`src/rtl/shift_pkg.sv`:
```
// Shared encodings for the universal shift register: operation modes, FSM states
// and the burst-eligibility helper.
package shift_pkg;

    localparam int unsigned MODE_W = 3;

    typedef enum logic [MODE_W-1:0] {
        MODE_HOLD  = 3'b000,
        MODE_LOAD  = 3'b001,
        MODE_SHL   = 3'b010,
        MODE_SHR   = 3'b011,
        MODE_ROL   = 3'b100,
        MODE_ROR   = 3'b101,
        MODE_ASR   = 3'b110,
        MODE_HOLD2 = 3'b111
    } mode_e;

    typedef enum logic [1:0] {
        ST_IDLE  = 2'b00,
        ST_SHIFT = 2'b01,
        ST_DONE  = 2'b10
    } state_e;

    // Only true shift/rotate modes may be repeated as a burst.
    function automatic logic is_shift_mode(input logic [MODE_W-1:0] m);
        return (m == MODE_SHL) || (m == MODE_SHR) || (m == MODE_ROL) ||
               (m == MODE_ROR) || (m == MODE_ASR);
    endfunction

endpackage

```
`src/rtl/universal_shift_reg_if.sv`:
```
// Control and data bundle of the universal shift register; master drives the
// request side, slave (the register) returns contents and burst status.
interface universal_shift_reg_if #(
    parameter int unsigned WIDTH = 8
);
    import shift_pkg::*;

    localparam int unsigned CNT_W = $clog2(WIDTH + 1);

    logic                 PRE;
    logic                 E;
    logic [MODE_W-1:0]    mode;
    logic [WIDTH-1:0]     D;
    logic                 sin;
    logic                 start;
    logic [CNT_W-1:0]     cnt;
    logic [WIDTH-1:0]     Q;
    logic                 sout;
    logic                 busy;
    logic                 done;

    modport master (
        output PRE, E, mode, D, sin, start, cnt,
        input  Q, sout, busy, done
    );

    modport slave (
        input  PRE, E, mode, D, sin, start, cnt,
        output Q, sout, busy, done
    );

endinterface

```
`src/rtl/shift_unit.sv`:
```
// Combinational next-value datapath; used for both single steps and bursts so the
// two paths can never disagree on shift semantics.
module shift_unit
    import shift_pkg::*;
#(
    parameter int unsigned WIDTH = 8
) (
    input  logic [WIDTH-1:0]  i_q,
    input  logic [MODE_W-1:0] i_mode,
    input  logic [WIDTH-1:0]  i_d,
    input  logic              i_sin,
    input  logic              i_sout,
    output logic [WIDTH-1:0]  o_q_c,
    output logic              o_sout_c
);

    always_comb begin
        o_q_c    = i_q;
        o_sout_c = i_sout;
        case (i_mode)
            MODE_LOAD: o_q_c = i_d;
            MODE_SHL: begin
                o_q_c    = {i_q[WIDTH-2:0], i_sin};
                o_sout_c = i_q[WIDTH-1];
            end
            MODE_SHR: begin
                o_q_c    = {i_sin, i_q[WIDTH-1:1]};
                o_sout_c = i_q[0];
            end
            MODE_ROL: begin
                o_q_c    = {i_q[WIDTH-2:0], i_q[WIDTH-1]};
                o_sout_c = i_q[WIDTH-1];
            end
            MODE_ROR: begin
                o_q_c    = {i_q[0], i_q[WIDTH-1:1]};
                o_sout_c = i_q[0];
            end
            MODE_ASR: begin
                o_q_c    = {i_q[WIDTH-1], i_q[WIDTH-1:1]};
                o_sout_c = i_q[0];
            end
            default: begin
                o_q_c    = i_q;
                o_sout_c = i_sout;
            end
        endcase
    end

endmodule

```
`src/rtl/universal_shift_reg.sv`:
```
// Universal shift register with single-step operations and a counted burst engine
// (IDLE -> SHIFT -> DONE); preset aborts a burst, reset clears everything.
module universal_shift_reg
    import shift_pkg::*;
#(
    parameter int unsigned      WIDTH   = 8,
    parameter logic [WIDTH-1:0] PRE_VAL = {WIDTH{1'b1}}
) (
    input  logic                 clk,
    input  logic                 rst,
    universal_shift_reg_if.slave bus
);

    localparam int unsigned CNT_W = $clog2(WIDTH + 1);

    state_e             r_state;
    state_e             w_state_nxt;
    logic [MODE_W-1:0]  r_mode;
    logic [MODE_W-1:0]  w_mode_nxt;
    logic [CNT_W-1:0]   r_cnt;
    logic [CNT_W-1:0]   w_cnt_nxt;
    logic [WIDTH-1:0]   r_q;
    logic [WIDTH-1:0]   w_q_nxt;
    logic               r_sout;
    logic               w_sout_nxt;
    logic               r_busy;
    logic               r_done;

    logic [MODE_W-1:0]  w_unit_mode;
    logic [WIDTH-1:0]   w_unit_q;
    logic               w_unit_sout;

    // During a burst the latched mode drives the datapath, otherwise the live mode.
    assign w_unit_mode = (r_state == ST_SHIFT) ? r_mode : bus.mode;

    shift_unit #(
        .WIDTH (WIDTH)
    ) u_shift_unit (
        .i_q      (r_q),
        .i_mode   (w_unit_mode),
        .i_d      (bus.D),
        .i_sin    (bus.sin),
        .i_sout   (r_sout),
        .o_q_c    (w_unit_q),
        .o_sout_c (w_unit_sout)
    );

    always_ff @(posedge clk) begin
        if (rst) begin
            r_state <= ST_IDLE;
            r_mode  <= MODE_HOLD;
            r_cnt   <= '0;
            r_q     <= '0;
            r_sout  <= 1'b0;
            r_busy  <= 1'b0;
            r_done  <= 1'b0;
        end else begin
            r_state <= w_state_nxt;
            r_mode  <= w_mode_nxt;
            r_cnt   <= w_cnt_nxt;
            r_q     <= w_q_nxt;
            r_sout  <= w_sout_nxt;
            r_busy  <= (w_state_nxt == ST_SHIFT);
            r_done  <= (w_state_nxt == ST_DONE);
        end
    end

    always_comb begin
        w_state_nxt = r_state;
        w_mode_nxt  = r_mode;
        w_cnt_nxt   = r_cnt;
        w_q_nxt     = r_q;
        w_sout_nxt  = r_sout;

        if (bus.PRE) begin
            // Preset wins over any pending burst or single step and drops a running burst.
            w_q_nxt     = PRE_VAL;
            w_state_nxt = ST_IDLE;
            w_cnt_nxt   = '0;
        end else begin
            case (r_state)
                ST_IDLE: begin
                    if (bus.start && (bus.cnt != '0) && is_shift_mode(bus.mode)) begin
                        w_mode_nxt  = bus.mode;
                        w_cnt_nxt   = bus.cnt;
                        w_state_nxt = ST_SHIFT;
                    end else if (bus.E) begin
                        w_q_nxt    = w_unit_q;
                        w_sout_nxt = w_unit_sout;
                    end
                end
                ST_SHIFT: begin
                    w_q_nxt    = w_unit_q;
                    w_sout_nxt = w_unit_sout;
                    w_cnt_nxt  = r_cnt - CNT_W'(1);
                    if (r_cnt == CNT_W'(1)) begin
                        w_state_nxt = ST_DONE;
                    end
                end
                ST_DONE: begin
                    w_state_nxt = ST_IDLE;
                end
                default: begin
                    w_state_nxt = ST_IDLE;
                end
            endcase
        end
    end

    assign bus.Q    = r_q;
    assign bus.sout = r_sout;
    assign bus.busy = r_busy;
    assign bus.done = r_done;

endmodule

```
`src/flat_wrapper.sv`:
```
// flat-port wrapper written by rule: the top's interface ports become plain ports
module universal_shift_reg_flat import shift_pkg::*;
#(
    parameter int unsigned      WIDTH   = 8,
    parameter logic [WIDTH-1:0] PRE_VAL = {WIDTH{1'b1}}
)
  (clk, rst, bus_PRE, bus_E, bus_mode, bus_D, bus_sin, bus_start, bus_cnt, bus_Q, bus_sout, bus_busy, bus_done);
  universal_shift_reg_if #(.WIDTH(WIDTH)) bus_i ();
  input  logic clk;
  input  logic rst;
  input wire logic [$bits(bus_i.PRE)-1:0] bus_PRE;
  input wire logic [$bits(bus_i.E)-1:0] bus_E;
  input wire logic [$bits(bus_i.mode)-1:0] bus_mode;
  input wire logic [$bits(bus_i.D)-1:0] bus_D;
  input wire logic [$bits(bus_i.sin)-1:0] bus_sin;
  input wire logic [$bits(bus_i.start)-1:0] bus_start;
  input wire logic [$bits(bus_i.cnt)-1:0] bus_cnt;
  output wire logic [$bits(bus_i.Q)-1:0] bus_Q;
  output wire logic [$bits(bus_i.sout)-1:0] bus_sout;
  output wire logic [$bits(bus_i.busy)-1:0] bus_busy;
  output wire logic [$bits(bus_i.done)-1:0] bus_done;
  assign bus_i.PRE = bus_PRE;
  assign bus_i.E = bus_E;
  assign bus_i.mode = bus_mode;
  assign bus_i.D = bus_D;
  assign bus_i.sin = bus_sin;
  assign bus_i.start = bus_start;
  assign bus_i.cnt = bus_cnt;
  assign bus_Q = bus_i.Q;
  assign bus_sout = bus_i.sout;
  assign bus_busy = bus_i.busy;
  assign bus_done = bus_i.done;
  universal_shift_reg #(.WIDTH(WIDTH), .PRE_VAL(PRE_VAL)) u_core (.clk(clk), .rst(rst), .bus(bus_i));
endmodule
```
`config.mk`:
```
export PLATFORM = sky130hd
export DESIGN_NAME = universal_shift_reg_flat
export DESIGN_NICKNAME = d
export VERILOG_FILES = /design/src/rtl/shift_pkg.sv /design/src/rtl/universal_shift_reg_if.sv /design/src/rtl/shift_unit.sv /design/src/rtl/universal_shift_reg.sv /design/src/flat_wrapper.sv
export SDC_FILE = /design/constraint.sdc
export NUM_CORES = 1
export LEC_CHECK = 0
export CORE_ASPECT_RATIO = 1.4
export CORE_MARGIN = 4
export CORE_UTILIZATION = 44
export CTS_CLUSTER_SIZE = 24
export DETAILED_ROUTE_END_ITERATION = 7
export PLACE_DENSITY = 0.85
export RECOVER_POWER = 25
export SLEW_MARGIN = 40
export SYNTH_ARGS = -nofsm -noshare
export SYNTH_HDL_FRONTEND = slang
export SYNTH_SLANG_ARGS = --single-unit
```
`constraint.sdc`:
```
create_clock -name clk -period 1.85 [get_ports clk]
set_clock_uncertainty 0.2 [all_clocks]
set_input_delay 0.2775 -clock clk [delete_from_list [all_inputs] [get_ports clk]]
set_output_delay 0.2775 -clock clk [all_outputs]
set_load 0.03 [all_outputs]
```
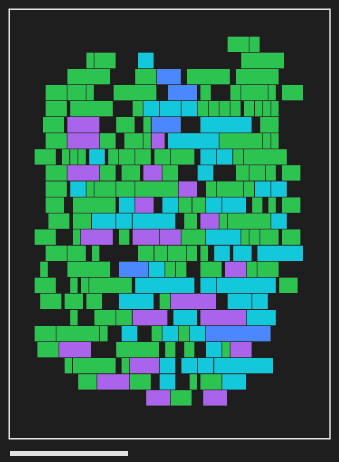
Figure 1: run 1, cell sizes after repair.
Bar = 20 um.
- drive 1 or less: green (cells 132; share 65%; most used clkdlybuf4s50_1)
- drive 3 to 4: cyan (cells 44; share 22%; most used buf_4)
- drive 2: purple (cells 21; share 10%; most used a221oi_2)
- drive 6 and up: blue (cells 5; share 2.5%; most used clkbuf_8)
Non-clock buffers: 59
Final Cell Area: 0.00201 mm^2
Setup WS post-layout: 0.00982 ns
P&R area growth vs syn: 53.5%

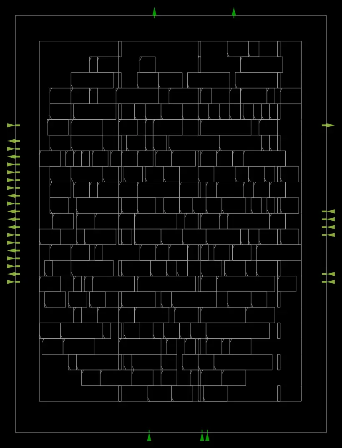
Figure 2: run 1, placement view.
Filler Cell Count: 205
final instance count without filler cells: 239

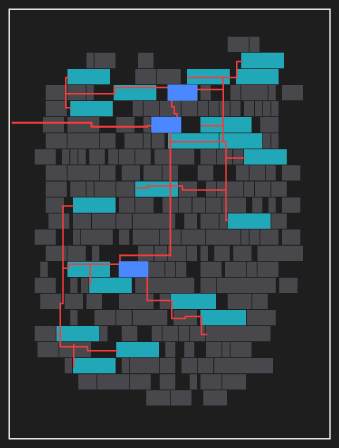
Figure 3: run 1, clock network drawn from the DEF.
- flip-flops: cyan (count 20)
- cells driving clock nets: blue (count 3)
- clock wires: red (length 252 um)
- routed clock nets: 4
clk pwr: 446 uW
clock share of power: 32.4%

==> GITHUB_STEP_SUMMARY, run 1 <==
## Implementation flow summary

| Metric | Value |
|---|---|
| Status | completed |
| CP bufs+invs | 1 |
| Diode count | 0 |
| Routed Antenna Nets | 0 |
| Min Tclk post-route | 1.84 ns |
| Largest net degree at the start of global routing | 13 |
| Vias | 1421 |
| Net load switching power | between 400 and 500 uW |
| Max incr delay on CP | approximately 0.37 ns |
| Slew @ Worst Pin | about 0.47 ns |
| Synth Flop Type | dfxtp_1 |
| CP cell instances | nand2b_1 > buf_4 > a21oi_4 > o221ai_1 > a221oi_2 |
| YS chip area | 0.00131 mm^2 |
| Total track usage | 21.3% |
| YS warnings | 0 |
| Asr flop ratio synth | 0% |
| Top delay family on crit path | AND-OR/OR-AND gates |
| Logic area | roughly 950 um^2 |
| TritonRoute pass-1 iters | 5 |
| Hold path startpoint | u_core.r_cnt[3] |
| Hold Path Class | register to register |
| Setup Buffers After CTS | 4 |
| Sequential cell area fraction in the yosys report | a little over 30% |
| Final Hold Fails | 0 |
| Area after DPL | 0.00178 mm^2 |
| Clk buf depth | 2 |
| Hold Buf Count CTS | 0 |
| Area share, top type | 30.7% |
| Dominant logic cell type in the layout | buf_4 |
| Critical-path maximum fanout | 7 |
| Starting DRT DRC Count | 39 |
| Setup TNS | 0 ns |
| Final setup violation count | 0 |
| Final Max Tran Viols | 0 |
| RSZ-0062 raised after global routing | yes |
| Hold Path Sink | u_core.r_cnt[3] |
| CTS root buf | clkbuf_8 |
| Post_cts resized | 30 |
| Core Area | between 0.002 and 0.003 mm^2 |
| Pre-CTS WS | -0.510 ns |
| Final period util | 99.5% |
| Drc violations | 0 |
| Power Total | ~1.4 mW |
| R2R depth | 5 |
| Sw frac | 30.7% |
| Slew margin rel. | 68.2% |
==> run 1: cell type report <==
cell class,instances,area share [%]
Clock inverter,1,1.50
Timing Repair Buffer,59,25.0
Tap cell,37,2.31
Multi-Input combinational cell,111,47.2
Sequential cell,20,20.5
Inverter,8,1.50
Clock buffer,3,2.06
==> run 1: kinds of logic after synthesis <==
group | Yosys count | share of synthesized area, %
flops | 20 | 30.7
fa+ha+maj | 2 | 1.92
buf+inv | 17 | 6.80
simple gates | 49 | 21.6
xor+xnor | 2 | 1.92
compound gates | 53 | 33.3
mux | 5 | 3.83
==> run 1: layer usage <==
layer	GRT usage, %	wire (um)	up-vias
met5	0	0	-
met4	8.03	102	0
met3	5.34	206	10
met2	40.3	2260	59
met1	21.2	1540	683
li1	-	-	669
Figure 4. Sequential cells colored by netlist name (run 1).
Bar = 20 um. Other sequential cells in the stronger gray, the rest of the logic in the fainter gray.
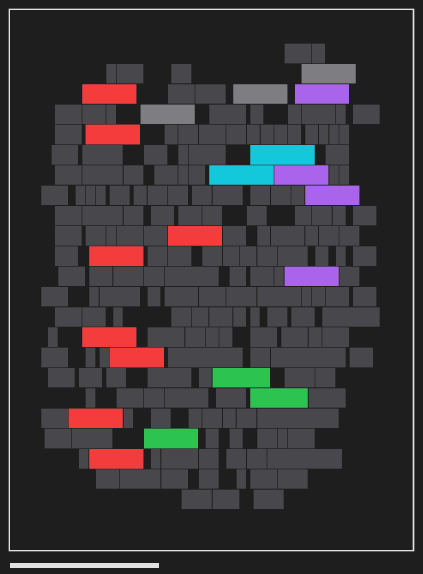

==> run 2: changes to the inputs <==
Settings changed: CORE_UTILIZATION 44 to 45, MAX_ROUTING_LAYER from default to met4, PLACE_DENSITY 0.85 to 0.84, SKIP_LAST_GASP from default to 1.
Clock period 1.85 ns to 1.78 ns, I/O delays scaled along.
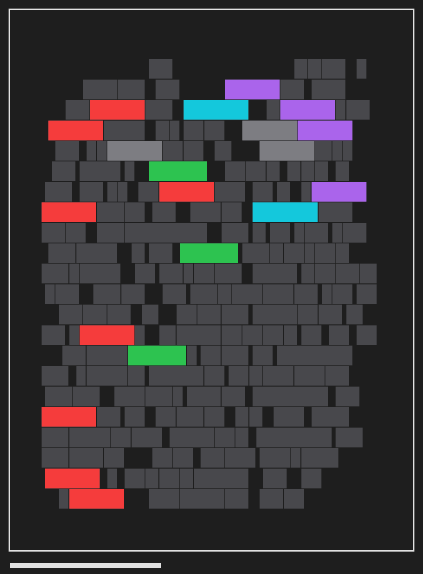
Figure 5: run 2, sequential cells colored by netlist name.
Bar = 20 um. Other sequential cells in the stronger gray, the rest of the logic in the fainter gray.
- u_core.bus.Q: red (sequential cells 8)
- u_core.r_cnt: purple (sequential cells 4; where north-east)
- u_core.r_mode: green (sequential cells 3)
- u_core.r_state: cyan (sequential cells 2)
- not colored: 3
Seq. pwr: 510 uW
Reg area: 412 um^2

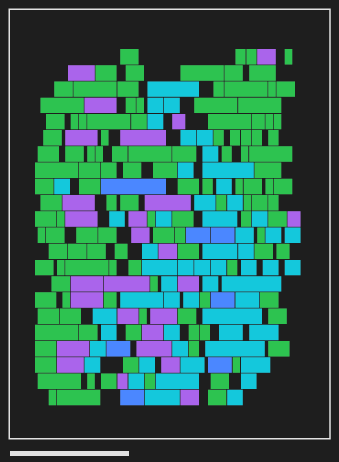
Figure 6: run 2, cell sizes after repair.
Bar = 20 um.
- drive 2: purple (cells 26; share 12%; most used a221oi_2)
- drive 1 or less: green (cells 125; share 59%; most used dlygate4sd2_1)
- drive 3 to 4: cyan (cells 55; share 26%; most used buf_4)
- drive 6 and up: blue (cells 7; share 3.3%; most used buf_6)
P&R area growth vs syn: 62.8%
Setup WS post-layout: -0.0878 ns
Non-clock buffers: 70

==> GITHUB_STEP_SUMMARY, run 2 <==
## Implementation flow summary

| Metric | Value |
|---|---|
| Area share, top type | 30.7% (unchanged) |
| Failing checks | negative setup slack |
| Hold path startpoint | bus_mode[0] |
| Core Area | 0.00270 mm^2 (-5.3%) |
| Met3 GRT Util | 3.53% (-1.8 points) |
| Filler Cell Count | 184 (-10%) |
| CTS root buf | clkbuf_4 |
| Setup TNS | -0.683 ns (-0.683 ns) |
| Hold Path Sink | u_core.r_mode[0] |
| GRT met2 Usage | 49.7% (+9.4 points) |
| Asr flop ratio synth | 0% (unchanged) |
| Final period util | 105% (+5.5 points) |
| Simple-gate share of the synthesized area | 21.6% (unchanged) |
| Synth Flop Type | dfxtp_1 |
| Clk buf depth | 2 (unchanged) |
| Status | finished, violations left |
| Pre-CTS WS | -0.637 ns (-0.128 ns) |
| Top layer reached by signal wires | met4 |
| YS chip area | 0.00131 mm^2 (unchanged) |
| Final Cell Area | 0.00213 mm^2 (+6.1%) |
| Met3 WL post-DR | 263 um (+28%) |
| Setup WS post-layout | -0.0878 ns (-0.0976 ns) |
| Sw frac | 32.8% (+2.0 points) |
| Vias | 1558 (+9.6%) |
| Starting DRT DRC Count | 59 (+51%) |
| Final setup violation count | 12 (+12) |
| RSZ-0062 raised after global routing | yes |
| Top delay family on crit path | AND-OR/OR-AND gates |
-- run 2: final cells by class --
type	instances	area share, %
Multi-Input combinational cell	111	46.5
Sequential cell	20	19.4
Timing Repair Buffer	70	28.1
Clock buffer	3	1.06
Inverter	8	1.41
Clock inverter	1	1.41
Tap cell	36	2.12
-- run 2: through the flow --
stage | hold slack, ns | total power, mW
floorplan | 0.133 | 0.754
global placement | 0.282 | 0.919
detailed placement | 0.306 | 0.932
CTS | 0.273 | 1.35
global route | 0.310 | 1.46
finish | 0.300 | 1.40
-- run 2: tightest hold or removal path: stages --
cell and delay (ns):
clkbuf_2 0.17, buf_4 0.14, mux2i_1 0.07, nor2_1 0.12
Power figures rest on the tool's default switching activity, not on a simulated workload.
